### config.mk
export PLATFORM = sky130hd
export DESIGN_NAME = busca_media_pixels
export DESIGN_NICKNAME = d
export VERILOG_FILES = /design/src/rtl/busca_media_pixels_pkg.sv /design/src/rtl/busca_media_pixels_calc_endereco.sv /design/src/rtl/busca_media_pixels.sv
export SDC_FILE = /design/constraint.sdc
export NUM_CORES = 1
export LEC_CHECK = 0
export CORE_MARGIN = 2
export CORE_UTILIZATION = 35
export CTS_BUF_LIST = sky130_fd_sc_hd__clkbuf_4 sky130_fd_sc_hd__clkbuf_8
export CTS_CLUSTER_DIAMETER = 30
export DETAILED_ROUTE_END_ITERATION = 8
export HOLD_SLACK_MARGIN = 0.08
export PLACE_DENSITY_LB_ADDON = 0.3
export SYNTH_ARGS = -nofsm -noshare
export SYNTH_HDL_FRONTEND = slang
export SYNTH_HIERARCHICAL = 1
export SYNTH_SLANG_ARGS = --single-unit
### constraint.sdc
create_clock -name clk -period 4.38 [get_ports clk]
set_input_delay 0.657 -clock clk [delete_from_list [all_inputs] [get_ports clk]]
set_output_delay 0.657 -clock clk [all_outputs]
set_load 0.02 [all_outputs]
### src/rtl/busca_media_pixels_pkg.sv
// Shared definitions for the fetch-and-reduce stage: algorithm/zoom codes,
// FSM encoding, default frame geometry and the read-plan decoder.
package busca_media_pixels_pkg;

    localparam int LARGURA_DEF = 320;
    localparam int ALTURA_DEF  = 240;
    localparam int COORD_W     = 10;
    localparam int N_PARES     = 16;

    localparam logic [3:0] ALG_NNI_ZIN  = 4'b0001;
    localparam logic [3:0] ALG_REP      = 4'b0010;
    localparam logic [3:0] ALG_NNI_ZOUT = 4'b0100;
    localparam logic [3:0] ALG_MEDIA    = 4'b1000;

    localparam logic [1:0] ZOOM_1X = 2'b00;
    localparam logic [1:0] ZOOM_2X = 2'b01;
    localparam logic [1:0] ZOOM_4X = 2'b10;

    typedef enum logic [2:0] {
        OCIOSO  = 3'b001,
        LEITURA = 3'b010,
        ESPERA  = 3'b100
    } estado_t;

    typedef struct packed {
        logic [3:0] ultimo_idx;
        logic [2:0] shift;
    } plano_t;

    // Only block-average with 2x/4x zoom reads more than one pixel.
    function automatic plano_t calc_plano(input logic [3:0] alg, input logic [1:0] zoom);
        plano_t p;
        p.ultimo_idx = 4'd0;
        p.shift      = 3'd0;
        if (alg == ALG_MEDIA) begin
            case (zoom)
                ZOOM_2X: begin
                    p.ultimo_idx = 4'd3;
                    p.shift      = 3'd2;
                end
                ZOOM_4X: begin
                    p.ultimo_idx = 4'd15;
                    p.shift      = 3'd4;
                end
                default: begin
                    p.ultimo_idx = 4'd0;
                    p.shift      = 3'd0;
                end
            endcase
        end else begin
            p.ultimo_idx = 4'd0;
            p.shift      = 3'd0;
        end
        return p;
    endfunction

endpackage

### src/rtl/busca_media_pixels_calc_endereco.sv
// Combinational (x, y) -> frame RAM address, with an out-of-frame flag.
module calc_endereco
    import busca_media_pixels_pkg::*;
#(
    parameter int LARGURA = LARGURA_DEF,
    parameter int ALTURA  = ALTURA_DEF,
    parameter int ADDR_W  = 17
) (
    input  logic [COORD_W-1:0] x,
    input  logic [COORD_W-1:0] y,
    output logic               fora,
    output logic [ADDR_W-1:0]  addr
);

    localparam int FULL_W = 2 * COORD_W + 1;
    localparam logic [COORD_W-1:0] LARG_C = COORD_W'(LARGURA);
    localparam logic [COORD_W-1:0] ALT_C  = COORD_W'(ALTURA);

    logic [FULL_W-1:0] full_s;

    // Row-major address at full width, truncated to the RAM address width.
    always_comb begin
        full_s = FULL_W'(y) * FULL_W'(LARGURA) + FULL_W'(x);
        addr   = full_s[ADDR_W-1:0];
        fora   = (x >= LARG_C) || (y >= ALT_C);
    end

endmodule

### src/rtl/busca_media_pixels.sv
// Fetch-and-reduce stage: reads 1, 4 or 16 source pixels per start and emits
// their truncated mean (or a pass-through pixel) to the destination writer.
module busca_media_pixels
    import busca_media_pixels_pkg::*;
#(
    parameter int LARGURA = LARGURA_DEF,
    parameter int ALTURA  = ALTURA_DEF,
    parameter int ADDR_W  = 17,
    parameter int PIXEL_W = 8
) (
    input  logic                         clk,
    input  logic                         reset,
    input  logic                         start,
    input  logic [3:0]                   entrada_algoritmo,
    input  logic [1:0]                   entrada_zoom,
    input  logic [N_PARES*COORD_W-1:0]   x_fonte_bus,
    input  logic [N_PARES*COORD_W-1:0]   y_fonte_bus,
    output logic [ADDR_W-1:0]            mem_addr,
    output logic                         mem_rd,
    input  logic [PIXEL_W-1:0]           mem_dado,
    output logic [PIXEL_W-1:0]           pixel_out,
    output logic                         pixel_valid,
    output logic                         busy
);

    localparam int BUS_W  = N_PARES * COORD_W;
    localparam int SOMA_W = PIXEL_W + 4;

    estado_t              estado_q, estado_d;
    logic [3:0]           idx_q, idx_d;
    logic [3:0]           ultimo_q, ultimo_d;
    logic [2:0]           shift_q, shift_d;
    logic [BUS_W-1:0]     x_bus_q, x_bus_d;
    logic [BUS_W-1:0]     y_bus_q, y_bus_d;
    logic [SOMA_W-1:0]    soma_q, soma_d;
    logic                 rd_dly_q, rd_dly_d;
    logic                 mem_rd_q, mem_rd_d;
    logic [ADDR_W-1:0]    mem_addr_q, mem_addr_d;
    logic [PIXEL_W-1:0]   pixel_out_q, pixel_out_d;
    logic                 pixel_valid_q, pixel_valid_d;

    logic [3:0]           idx_busca_s;
    logic [BUS_W-1:0]     x_sel_bus_s, y_sel_bus_s;
    logic [COORD_W-1:0]   x_s, y_s;
    logic                 fora_s;
    logic [ADDR_W-1:0]    addr_s;
    logic [SOMA_W-1:0]    contrib_s, total_s, media_s;
    plano_t               plano_s;

    // Address is registered, so the pair looked up is the one issued next cycle;
    // at start that is pair 0 taken straight from the input buses.
    always_comb begin
        if (estado_q == LEITURA) begin
            idx_busca_s = idx_q + 4'd1;
            x_sel_bus_s = x_bus_q;
            y_sel_bus_s = y_bus_q;
        end else begin
            idx_busca_s = 4'd0;
            x_sel_bus_s = x_fonte_bus;
            y_sel_bus_s = y_fonte_bus;
        end
        x_s = x_sel_bus_s[idx_busca_s*COORD_W +: COORD_W];
        y_s = y_sel_bus_s[idx_busca_s*COORD_W +: COORD_W];
    end

    calc_endereco #(
        .LARGURA (LARGURA),
        .ALTURA  (ALTURA),
        .ADDR_W  (ADDR_W)
    ) u_calc_endereco (
        .x    (x_s),
        .y    (y_s),
        .fora (fora_s),
        .addr (addr_s)
    );

    // Next-state, read issue and accumulation.
    always_comb begin
        plano_s       = calc_plano(entrada_algoritmo, entrada_zoom);
        contrib_s     = rd_dly_q ? {4'b0000, mem_dado} : {SOMA_W{1'b0}};
        total_s       = soma_q + contrib_s;
        media_s       = total_s >> shift_q;
        estado_d      = estado_q;
        idx_d         = idx_q;
        ultimo_d      = ultimo_q;
        shift_d       = shift_q;
        x_bus_d       = x_bus_q;
        y_bus_d       = y_bus_q;
        soma_d        = total_s;
        rd_dly_d      = mem_rd_q;
        mem_rd_d      = 1'b0;
        mem_addr_d    = mem_addr_q;
        pixel_out_d   = pixel_out_q;
        pixel_valid_d = 1'b0;
        case (estado_q)
            OCIOSO: begin
                if (start) begin
                    ultimo_d   = plano_s.ultimo_idx;
                    shift_d    = plano_s.shift;
                    x_bus_d    = x_fonte_bus;
                    y_bus_d    = y_fonte_bus;
                    idx_d      = 4'd0;
                    soma_d     = {SOMA_W{1'b0}};
                    mem_rd_d   = ~fora_s;
                    mem_addr_d = addr_s;
                    estado_d   = LEITURA;
                end else begin
                    estado_d = OCIOSO;
                end
            end
            LEITURA: begin
                if (idx_q == ultimo_q) begin
                    estado_d = ESPERA;
                end else begin
                    idx_d      = idx_q + 4'd1;
                    mem_rd_d   = ~fora_s;
                    mem_addr_d = addr_s;
                end
            end
            ESPERA: begin
                pixel_out_d   = media_s[PIXEL_W-1:0];
                pixel_valid_d = 1'b1;
                estado_d      = OCIOSO;
            end
            default: begin
                estado_d = OCIOSO;
            end
        endcase
    end

    // State and output registers.
    always_ff @(posedge clk) begin
        if (reset) begin
            estado_q      <= OCIOSO;
            idx_q         <= 4'd0;
            ultimo_q      <= 4'd0;
            shift_q       <= 3'd0;
            x_bus_q       <= {BUS_W{1'b0}};
            y_bus_q       <= {BUS_W{1'b0}};
            soma_q        <= {SOMA_W{1'b0}};
            rd_dly_q      <= 1'b0;
            mem_rd_q      <= 1'b0;
            mem_addr_q    <= {ADDR_W{1'b0}};
            pixel_out_q   <= {PIXEL_W{1'b0}};
            pixel_valid_q <= 1'b0;
        end else begin
            estado_q      <= estado_d;
            idx_q         <= idx_d;
            ultimo_q      <= ultimo_d;
            shift_q       <= shift_d;
            x_bus_q       <= x_bus_d;
            y_bus_q       <= y_bus_d;
            soma_q        <= soma_d;
            rd_dly_q      <= rd_dly_d;
            mem_rd_q      <= mem_rd_d;
            mem_addr_q    <= mem_addr_d;
            pixel_out_q   <= pixel_out_d;
            pixel_valid_q <= pixel_valid_d;
        end
    end

    assign mem_rd      = mem_rd_q;
    assign mem_addr    = mem_addr_q;
    assign pixel_out   = pixel_out_q;
    assign pixel_valid = pixel_valid_q;
    assign busy        = (estado_q != OCIOSO);

endmodule

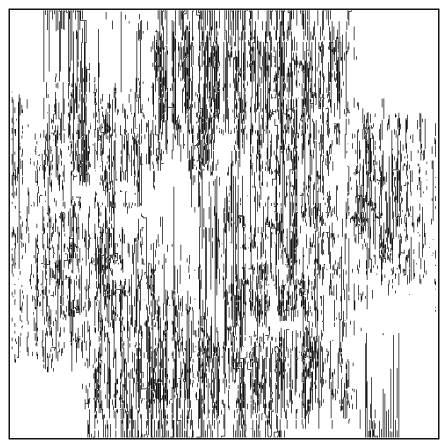
Fig. 1. The metal 2 layer (run 1).
longest straight run: 91.3 µm
wire length on this layer: 27.8 mm
share of all routed wire: 46%
via count of the routed design: 16200
final wirelength: 60000 µm
M2 GR Usage: 37.0%

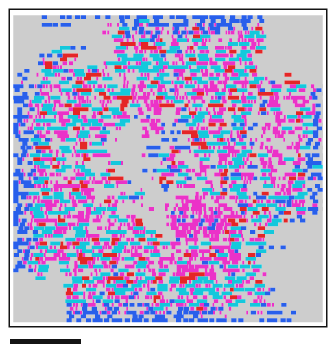
Fig. 2. Placed cells, one colour a class (run 1).
The bar under the picture is 50 µm long. Fill, decap, tap and diode cells in grey.
legend:
  blue:
    class: remaining buffers and delay cells
    cells: 415
    share_of_their_area: 18%
  cyan:
    class: sequential cells
    cells: 370
    share_of_their_area: 33%
  red:
    class: clock drivers and dummy loads
    cells: 158
    share_of_their_area: 9.9%
  magenta:
    class: combinational and other logic
    cells: 1560
    share_of_their_area: 39%

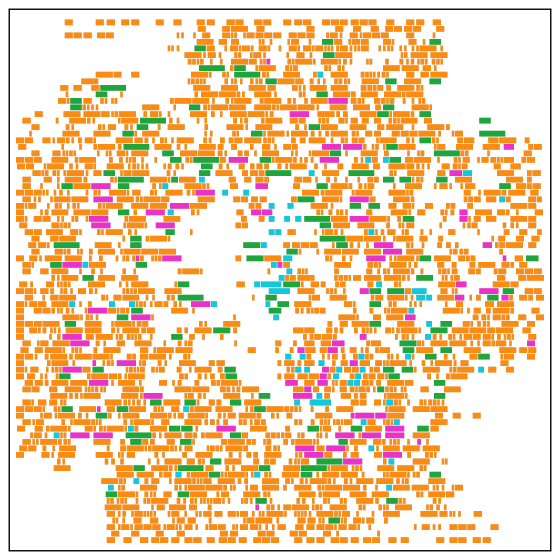
Fig. 3. Cell sizes after repair (run 1).
legend:
  green:
    size: _6 and larger
    cells: 138
    share: 5.5%
    most_used: clkbuf_8
  magenta:
    size: _2 cells
    cells: 79
    share: 3.2%
    most_used: mux4_2
  orange:
    size: _0 and _1 cells
    cells: 2215
    share: 88%
    most_used: nand2_1
  cyan:
    size: _3 and _4 cells
    cells: 71
    share: 2.8%
    most_used: buf_4

==> summary.log, run 1 <==
INFO  drt            drt.antenna.violating_nets=0
INFO  drt            met3_wirelength=3760µm
INFO  cells_and_area seq-cell-share=31.5%
INFO  cells_and_area cell_group_occupying_the_most_layout_area=multi-input combinational cells
INFO  pwr            static_power_due_to_leakage=8.75nW
INFO  pwr            power_sequential=3.71mW
INFO  cts            cts_setup_buffers=2
INFO  floorplan      core_region_area=47700µm²
INFO  cts            cts_repair_resize_count=0
INFO  cells_and_area number_of_filler_cells_placed_in_the_layout=4485
INFO  cells_and_area final_clock_cell_share=9.55%
INFO  synth          synth-main-ff-cell=sky130_fd_sc_hd__dfxtp_1
INFO  status         outcome=finished, final reports clean
INFO  pwr            vdd_ir_drop_max=0.222mV
INFO  worst_setup_path timing.critical_path.slowest_cell_delay=0.50ns
INFO  worst_setup_path cp-endpoint=mem_addr[15]$_SDFFE_PP0P_
INFO  synth          ffs_latches_synth=370
INFO  cells_and_area lay_top_cells=709 x sky130_fd_sc_hd__nand2_1, 369 x sky130_fd_sc_hd__dfxtp_1, 366 x sky130_fd_sc_hd__a21oi_1, 363 x sky130_fd_sc_hd__clkdlybuf4s50_1, 104 x sky130_fd_sc_hd__clkbuf_8
INFO  synth          synth-cells-yosys=2109
INFO  worst_setup_path crit_path_start=idx_q[0]$_SDFFE_PP0P_
INFO  cts            worstSkewPairLatency=0.65ns
INFO  cells_and_area layout.non_clock_inverters=12
INFO  floorplan      std_cell_rows=80
INFO  final_timing   final.setup_skew=0.0267ns
INFO  cts            ctsHtreeMaxLevel=3
INFO  final_timing   finalCritPeriodShare=95.3%
INFO  pwr            seq_power_share=36.7%
INFO  floorplan      num_io_pins=365
INFO  synth          postSynth.asyncResetShare=0%
INFO  flow_run       warnings=37
INFO  cells_and_area post-route-util=49.3%
INFO  cells_and_area net_count_of_the_finished_layout=2803
INFO  flow_run       timing.max_cap.violations=0
INFO  worst_setup_path critPathTopFamily=adder cells
INFO  final_timing   finalWorstPathRequiredPeriod=4.18ns
INFO  synth          synth.most_common_cell=sky130_fd_sc_hd__nand2_1
INFO  cts            clock_buffers_created_by_tritoncts=86
INFO  drt            detail_route.first_pass.iterations=6
INFO  worst_setup_path cell_by_cell_listing_of_the_critical_path=ha_4 > buf_4 > mux4_2 > mux2i_1 > nand2_1 > o21ai_0 > a21oi_1 > buf_4 > ha_1 > fa_2 > a211oi_2 > o21bai_1 > a21oi_1 > xor2_1 > buf_4 > xor2_1 > nand2_1 > a21oi_1
INFO  pwr            pwr-share-comb=12.7%
INFO  cts            clk_transition_reported_paths=0.06ns
INFO  final_timing   worstMarginPinSlew=1.28ns
INFO  cells_and_area flop_area=7410µm²
INFO  placed_design  placed_area=21200µm²
INFO  drt            wire_per_inst=19.2µm
INFO  synth          topCombFamilyByArea=simple AND/OR/NAND/NOR gates
INFO  synth          post_synth_main_area_contributors=sky130_fd_sc_hd__dfxtp_1 44%, sky130_fd_sc_hd__nand2_1 16%, sky130_fd_sc_hd__a21oi_1 11%
INFO  placed_design  place.detailed.instances=2954
INFO  cells_and_area clock_buffers=115
INFO  worst_setup_path critical_path_class=reg2reg
INFO  cells_and_area layout_top_cell=sky130_fd_sc_hd__nand2_1
INFO  synth          net_count_synth=2479
INFO  pwr            pwr.group.combinational=1.28mW
INFO  grt            gr-max-usage-layer=met2
INFO  final_timing   hold_viol_final=0
INFO  worst_setup_path worst-path-max-fanout=7
INFO  cells_and_area num-multi-input-gates=1548
INFO  synth          top_area_share=43.7%
INFO  cells_and_area layout_non_clock_buf_share=17.7%
INFO  placed_design  dp_slack=0.00818ns
INFO  final_timing   setup_viol=0
INFO  floorplan      die_height=224µm
INFO  synth          synth_area_per_cell=8.04µm²
INFO  synth          cell_area_after_synthesis=16900µm²
INFO  worst_setup_path timing.critical_path.arrival=4.73ns
INFO  floorplan      die_width=224µm
INFO  worst_setup_path required=4.93ns
INFO  pwr            power.switching=2.52mW
INFO  pwr            p_clk=5.12mW
INFO  synth          postSynthSeqShare=43.7%
INFO  cts            cts-root-to-sink-buffers=3
INFO  grt            grt_util_met3=5.23%
INFO  worst_setup_path endpoint_kind=flop
==> run 1 -> run 2 <==
Settings changed: CTS_BUF_LIST sky130_fd_sc_hd__clkbuf_4 sky130_fd_sc_hd__clkbuf_8 to default, SETUP_SLACK_MARGIN from default to 0.02.
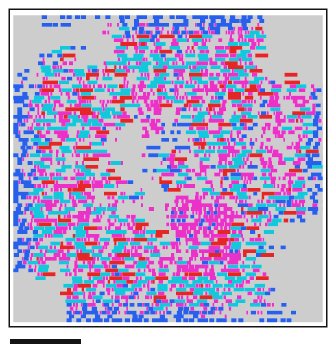
Fig. 4. Placed cells, one colour a class (run 2).
The bar under the picture is 50 µm long. Fill, decap, tap and diode cells in grey.
legend:
  red:
    class: clock drivers and dummy loads
    cells: 160
    share_of_their_area: 13%
  cyan:
    class: sequential cells
    cells: 370
    share_of_their_area: 31%
  magenta:
    class: combinational and other logic
    cells: 1560
    share_of_their_area: 38%
  blue:
    class: remaining buffers and delay cells
    cells: 416
    share_of_their_area: 18%

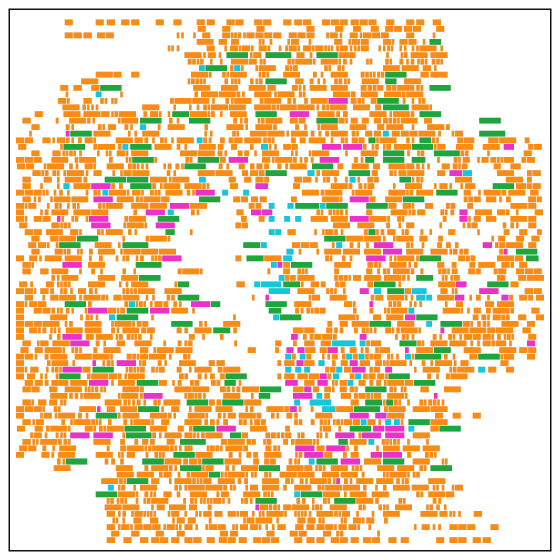
Fig. 5. Cell sizes after repair (run 2).
legend:
  magenta:
    size: _2 cells
    cells: 89
    share: 3.6%
    most_used: mux4_2
  green:
    size: _6 and larger
    cells: 127
    share: 5.1%
    most_used: clkbuf_16
  cyan:
    size: _3 and _4 cells
    cells: 71
    share: 2.8%
    most_used: buf_4
  orange:
    size: _0 and _1 cells
    cells: 2219
    share: 89%
    most_used: nand2_1
count of buffers not belonging to the clock network in the layout: 416
area grow syn2layout: 43.6%
design area: 24300 µm²

==> summary.log, run 2 <==
INFO  final_timing   final.setup_skew=0.0245ns [-0.00221 ns]
INFO  worst_setup_path worst-path-max-fanout=7 [unchanged]
INFO  pwr            vdd_ir_drop_max=0.289mV [+30%]
INFO  cts            cts_repair_resize_count=0 [unchanged]
INFO  worst_setup_path cp-endpoint=mem_addr[15]$_SDFFE_PP0P_
INFO  floorplan      die_width=224µm [unchanged]
INFO  drt            drt.antenna.violating_nets=0 [unchanged]
INFO  cells_and_area seq-cell-share=30.5% [-1.0 points]
INFO  synth          ffs_latches_synth=370 [unchanged]
INFO  synth          topCombFamilyByArea=simple AND/OR/NAND/NOR gates
INFO  worst_setup_path critPathTopFamily=adder cells
INFO  synth          synth-cells-yosys=2109 [unchanged]
INFO  pwr            power_sequential=3.72mW [about the same]
INFO  synth          top_area_share=43.7% [unchanged]
INFO  cts            clk_transition_reported_paths=0.05ns [about the same]
INFO  drt            detailroute.via_count=16300 [+1.1%]
INFO  drt            drt-total-wl=60500µm [+0.86%]
INFO  floorplan      core_region_area=47700µm² [unchanged]
INFO  final_timing   finalCritPeriodShare=96.1% [+0.73 points]
INFO  cells_and_area cell_group_occupying_the_most_layout_area=multi-input combinational cells
INFO  pwr            seq_power_share=32.4% [-4.3 points]
INFO  cts            clock_buffers_created_by_tritoncts=85 [-1.2%]
INFO  cts            ctsHtreeMaxLevel=3 [unchanged]
INFO  synth          cell_area_after_synthesis=16900µm² [unchanged]
INFO  cells_and_area net_count_of_the_finished_layout=2803 [unchanged]
INFO  cells_and_area num-multi-input-gates=1548 [unchanged]
INFO  synth          synth.most_common_cell=sky130_fd_sc_hd__nand2_1
INFO  worst_setup_path endpoint_kind=flop
INFO  worst_setup_path timing.critical_path.slowest_cell_delay=0.48ns [-0.02 ns]
INFO  pwr            p_clk=6.44mW [+26%]
INFO  cells_and_area lay_top_cells=709 x sky130_fd_sc_hd__nand2_1, 369 x sky130_fd_sc_hd__dfxtp_1, 363 x sky130_fd_sc_hd__clkdlybuf4s50_1, 362 x sky130_fd_sc_hd__a21oi_1, 87 x sky130_fd_sc_hd__clkbuf_16
INFO  worst_setup_path required=4.89ns [-0.04 ns]
INFO  cells_and_area number_of_filler_cells_placed_in_the_layout=4362 [-2.7%]
INFO  cts            cts-root-to-sink-buffers=3 [unchanged]
INFO  synth          postSynthSeqShare=43.7% [unchanged]
INFO  pwr            pwr.group.combinational=1.30mW [about the same]
INFO  floorplan      num_io_pins=365 [unchanged]
INFO  pwr            power.switching=2.90mW [+15%]
INFO  placed_design  placed_area=21200µm² [unchanged]
INFO  worst_setup_path crit_path_start=idx_q[0]$_SDFFE_PP0P_
INFO  final_timing   worstMarginPinSlew=1.41ns [+0.131 ns]
INFO  placed_design  place.detailed.instances=2954 [unchanged]
INFO  status         outcome=finished, final reports clean
INFO  flow_run       timing.max_cap.violations=0 [unchanged]
INFO  worst_setup_path cell_by_cell_listing_of_the_critical_path=ha_4 > buf_4 > mux4_2 > mux2i_1 > nand2_1 > o21ai_0 > a21oi_2 > ha_1 > ha_2 > fa_2 > a211oi_2 > o21bai_1 > a21oi_1 > xor2_1 > buf_4 > xor2_1 > nand2_1 > a21oi_2
INFO  cells_and_area flop_area=7410µm² [unchanged]
INFO  synth          post_synth_main_area_contributors=sky130_fd_sc_hd__dfxtp_1 44%, sky130_fd_sc_hd__nand2_1 16%, sky130_fd_sc_hd__a21oi_1 11%
INFO  cts            cts_setup_buffers=2 [unchanged]
INFO  final_timing   hold_viol_final=0 [unchanged]
INFO  worst_setup_path critical_path_class=reg2reg
INFO  cells_and_area layout_top_cell=sky130_fd_sc_hd__nand2_1
INFO  synth          synth-main-ff-cell=sky130_fd_sc_hd__dfxtp_1
INFO  drt            wire_per_inst=19.4µm [+0.76%]
INFO  floorplan      die_height=224µm [unchanged]
INFO  cells_and_area layout_non_clock_buf_share=17.2% [-0.49 points]
INFO  grt            global_route.usage.met2=37.2% [+0.18 points]
INFO  drt            detail_route.first_pass.iterations=5 [-1]
INFO  grt            grt_util_met3=5.33% [+0.092 points]
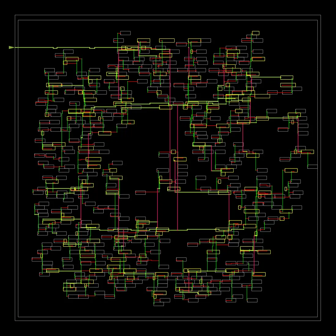
Fig. 6. Clock nets (run 2).
layout sequential cell count: 370
latest clock arrival within the worst-skew pair: 0.60 ns
count of clock buffers in the final design: 108

Power figures rest on the tool's default switching activity, not on a simulated workload.
